**src/rtl/controle_execucao_pkg.sv**
```systemverilog
// Shared definitions for the execution sequencer: mode encodings and default widths.
// The mode encoding is also the value driven on the modo output.
package controle_execucao_pkg;

  localparam int DEFAULT_DATA_WIDTH = 16;
  localparam int DEFAULT_CNT_WIDTH  = 24;

  typedef enum logic [1:0] {
    ST_STEP    = 2'd0,
    ST_RUN     = 2'd1,
    ST_WAIT_IN = 2'd2,
    ST_HALTED  = 2'd3
  } modo_t;

  // Flips between the two user-selectable modes (STEP <-> RUN)
  function automatic modo_t alterna_modo(input modo_t m);
    return (m == ST_RUN) ? ST_STEP : ST_RUN;
  endfunction

endpackage

```
**src/rtl/detector_borda.sv**
```systemverilog
// Rising-edge detector for an already-debounced button level.
// The history register resets to 1 so a button held through reset release gives no edge.
module detector_borda (
  input  logic clock,
  input  logic reset,
  input  logic btn,
  output logic rise
);

  logic prev;

  always_ff @(posedge clock or negedge reset) begin
    if (!reset) prev <= 1'b1;
    else        prev <= btn;
  end

  assign rise = btn & ~prev;

endmodule

```
**src/rtl/controle_execucao.sv**
```systemverilog
// Execution sequencer: turns button edges into the core clock-enable and serves IN
// requests by latching the board switches with a one-cycle ack pulse.
module controle_execucao
  import controle_execucao_pkg::*;
#(
  parameter int DATA_WIDTH = DEFAULT_DATA_WIDTH,
  parameter int RUN_DIV    = 1,
  parameter int CNT_WIDTH  = DEFAULT_CNT_WIDTH
) (
  input  logic                  clock,
  input  logic                  reset,
  input  logic                  btn_step,
  input  logic                  btn_modo,
  input  logic                  btn_confirma,
  input  logic [DATA_WIDTH-1:0] chaves,
  input  logic                  in_req,
  input  logic                  halt,
  output logic                  cpu_en,
  output logic                  in_ack,
  output logic [DATA_WIDTH-1:0] in_data,
  output logic [1:0]            modo,
  output logic                  aguardando
);

  localparam logic [CNT_WIDTH-1:0] DIV_LAST = CNT_WIDTH'(RUN_DIV - 1);

  modo_t                 state, state_next;
  modo_t                 ret_mode, ret_next;
  logic [CNT_WIDTH-1:0]  div_cnt, div_next;
  logic                  cpu_en_next, in_ack_next;
  logic [DATA_WIDTH-1:0] in_data_next;
  logic                  rise_step, rise_modo, rise_confirma;
  logic                  run_tick;

  detector_borda u_borda_step (
    .clock (clock),
    .reset (reset),
    .btn   (btn_step),
    .rise  (rise_step)
  );

  detector_borda u_borda_modo (
    .clock (clock),
    .reset (reset),
    .btn   (btn_modo),
    .rise  (rise_modo)
  );

  detector_borda u_borda_confirma (
    .clock (clock),
    .reset (reset),
    .btn   (btn_confirma),
    .rise  (rise_confirma)
  );

  assign run_tick = (div_cnt == DIV_LAST);

  always_ff @(posedge clock or negedge reset) begin
    if (!reset) begin
      state      <= ST_STEP;
      ret_mode   <= ST_STEP;
      div_cnt    <= '0;
      cpu_en     <= 1'b0;
      in_ack     <= 1'b0;
      in_data    <= '0;
      aguardando <= 1'b0;
    end else begin
      state      <= state_next;
      ret_mode   <= ret_next;
      div_cnt    <= div_next;
      cpu_en     <= cpu_en_next;
      in_ack     <= in_ack_next;
      in_data    <= in_data_next;
      aguardando <= (state_next == ST_WAIT_IN);
    end
  end

  // Priority: halt, then in_req, then button edges
  always_comb begin
    state_next = state;
    ret_next   = ret_mode;
    div_next   = div_cnt;
    if (halt) begin
      state_next = ST_HALTED;
    end else begin
      case (state)
        ST_STEP, ST_RUN: begin
          if (in_req) begin
            ret_next   = state;
            state_next = ST_WAIT_IN;
          end else if (rise_modo) begin
            state_next = alterna_modo(state);
            div_next   = '0;
          end else if (state == ST_RUN) begin
            div_next = run_tick ? '0 : div_cnt + 1'b1;
          end
        end
        ST_WAIT_IN: begin
          if (!in_req || rise_confirma) begin
            state_next = ret_mode;
            div_next   = '0;
          end else if (rise_modo) begin
            ret_next = alterna_modo(ret_mode);
          end
        end
        default: ;
      endcase
    end
  end

  // A mode change or a pending IN request suppresses any new cpu_en pulse
  always_comb begin
    cpu_en_next  = 1'b0;
    in_ack_next  = 1'b0;
    in_data_next = in_data;
    if (!halt) begin
      case (state)
        ST_STEP: cpu_en_next = rise_step & ~rise_modo & ~in_req;
        ST_RUN:  cpu_en_next = run_tick & ~rise_modo & ~in_req;
        ST_WAIT_IN: begin
          if (in_req && rise_confirma) begin
            in_ack_next  = 1'b1;
            in_data_next = chaves;
          end
        end
        default: ;
      endcase
    end
  end

  assign modo = state;

endmodule

```
**config.mk**
```make
export PLATFORM = sky130hd
export DESIGN_NAME = controle_execucao
export DESIGN_NICKNAME = d
export VERILOG_FILES = /design/src/rtl/controle_execucao_pkg.sv /design/src/rtl/detector_borda.sv /design/src/rtl/controle_execucao.sv
export SDC_FILE = /design/constraint.sdc
export NUM_CORES = 1
export LEC_CHECK = 0
export ABC_AREA = 1
export ABC_CLOCK_PERIOD_IN_PS = 3800
export CORE_MARGIN = 3
export CORE_UTILIZATION = 57
export CTS_CLUSTER_SIZE = 25
export DETAILED_ROUTE_END_ITERATION = 12
export GPL_TIMING_DRIVEN = 1
export PLACE_DENSITY = 0.94
export SLEW_MARGIN = 25
export SYNTH_ARGS = -nofsm -noshare
export SYNTH_HDL_FRONTEND = slang
export SYNTH_SLANG_ARGS = --single-unit
```
**constraint.sdc**
```tcl
create_clock -name clock -period 3.8 [get_ports clock]
set_input_delay 0.57 -clock clock [delete_from_list [all_inputs] [get_ports clock]]
set_output_delay 0.57 -clock clock [all_outputs]
set_load 0.02 [all_outputs]
```
**Layout detail**

Region (22, 22) to (52, 52) um. Cells in gray, sequential cells in the stronger gray; small squares are vias.
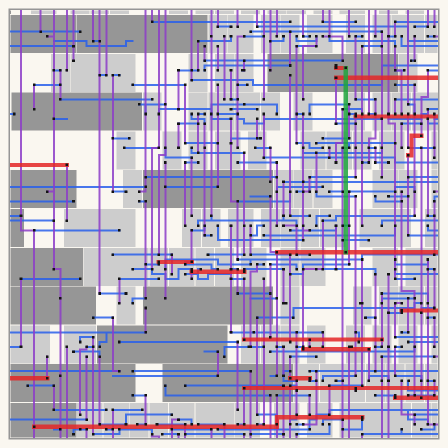
purple -> M2
red -> M3
green -> M4
blue -> M1
sequential cells in the window = 13
netlist names of flops here include = div_cnt (7), in_data (4), ret_mode (2)
most frequent = nand2_1 (27), nor2_1 (18), nand3_1 (14)
cells with their middle in the window = 105

**Wiring heat map**

Drawn at 4 px/um. The die is cut into 15 by 15 equal tiles; dark purple is low, yellow is high, scaled to the fullest tile. Values are wire area over tile area, all layers added.
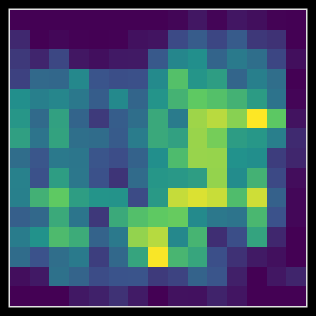
nearly empty tiles = 14%
fullest tile = 0.52
tiles over half the peak = 28%
mean over tiles = 0.18

**Logic cells by family**

Drawn at 4 px/um.
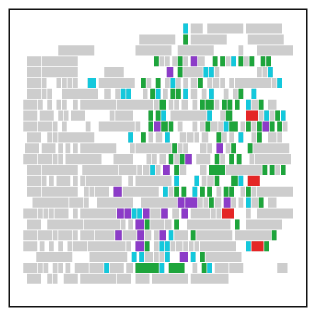
cyan -> inv cells  # cells 43, most used inv_1
green -> nor cells  # cells 75, most used nor2_1
red -> xor and xnor cells  # cells 4, most used xor2_1
purple -> aoi and oai cells  # cells 22, most used a21oi_1

**Wiring by layer**

Drawn at 4 px/um. Two of the layers only.
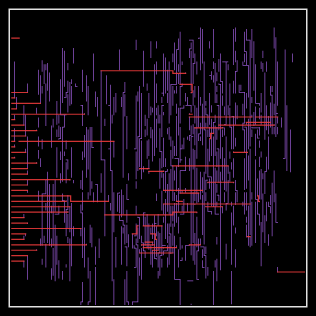
purple -> M2  # wire length 2910 um
red -> M3  # wire length 460 um

**Placement view**

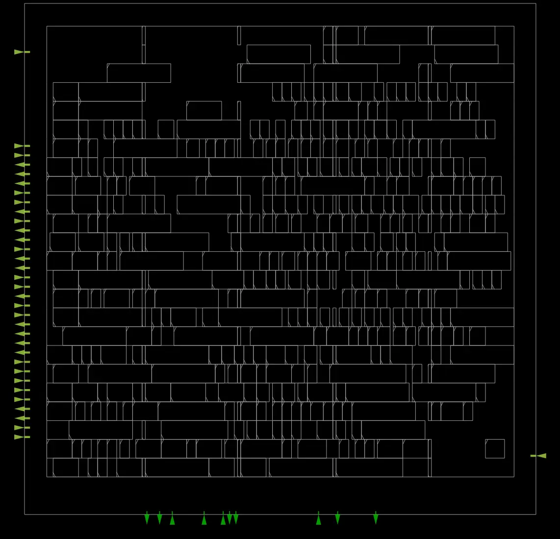
Well Taps: 52
core region area: 0.00441 mm2

==> impl_metrics.env <==
# flow metrics
export IMPL_p_leak_uw=0.00164
export IMPL_setup_violations=0
export IMPL_cts_root_buf="clkbuf_8"
export IMPL_firstDrtPassIters=4
export IMPL_totalPowerFinal_uw=953
export IMPL_status="finished clean"
export IMPL_p_comb_frac=0.043
export IMPL_crit_arrival_ns=2.56
export IMPL_clock_buffers=5
export IMPL_final_cells=463
export IMPL_drc=0
export IMPL_gr_usage_met2=0.406
export IMPL_power_top_group="sequential cells"
export IMPL_finalInstanceArea_mm2=0.00319
export IMPL_syn_inst=366
export IMPL_insertion_delay_ns=0.30
export IMPL_fin_skew_ns=0.00519
export IMPL_switching_share=0.209
export IMPL_grt_pass1_wl_um=10300
export IMPL_clk_transition_reported_paths_ns=0.09
export IMPL_nMultiInputCombCells=266
export IMPL_setup_worst_path_end="div_cnt[23]"
export IMPL_wl_met3_um=460
export IMPL_whs_ns=0.269
export IMPL_wl_per_cell_um=13.0
export IMPL_layout_top_cell="nand2_1"
export IMPL_cpMostUsedCell="nand2_1"
export IMPL_min_period_over_period=0.622
export IMPL_timing_rr_start="modo[0]"
export IMPL_synthFlopType="dfrtp_1"
export IMPL_final_min_clock_period_ns=2.36
export IMPL_power_combinational_uw=41.4
export IMPL_p_clk_frac=0.395
export IMPL_startpoint="halt"
export IMPL_crit_family="buffers and inverters"
export IMPL_grt_util_met3=0.0649
export IMPL_timing_final_hold_violations=0
export IMPL_rsz0062_at_grt="false"
export IMPL_rr_endpoint="div_cnt[23]"
export IMPL_wl_um=6000
export IMPL_cp_slowest_stage_delay_ns=0.46
export IMPL_die_h_um=74.0
export IMPL_synth_nets=391
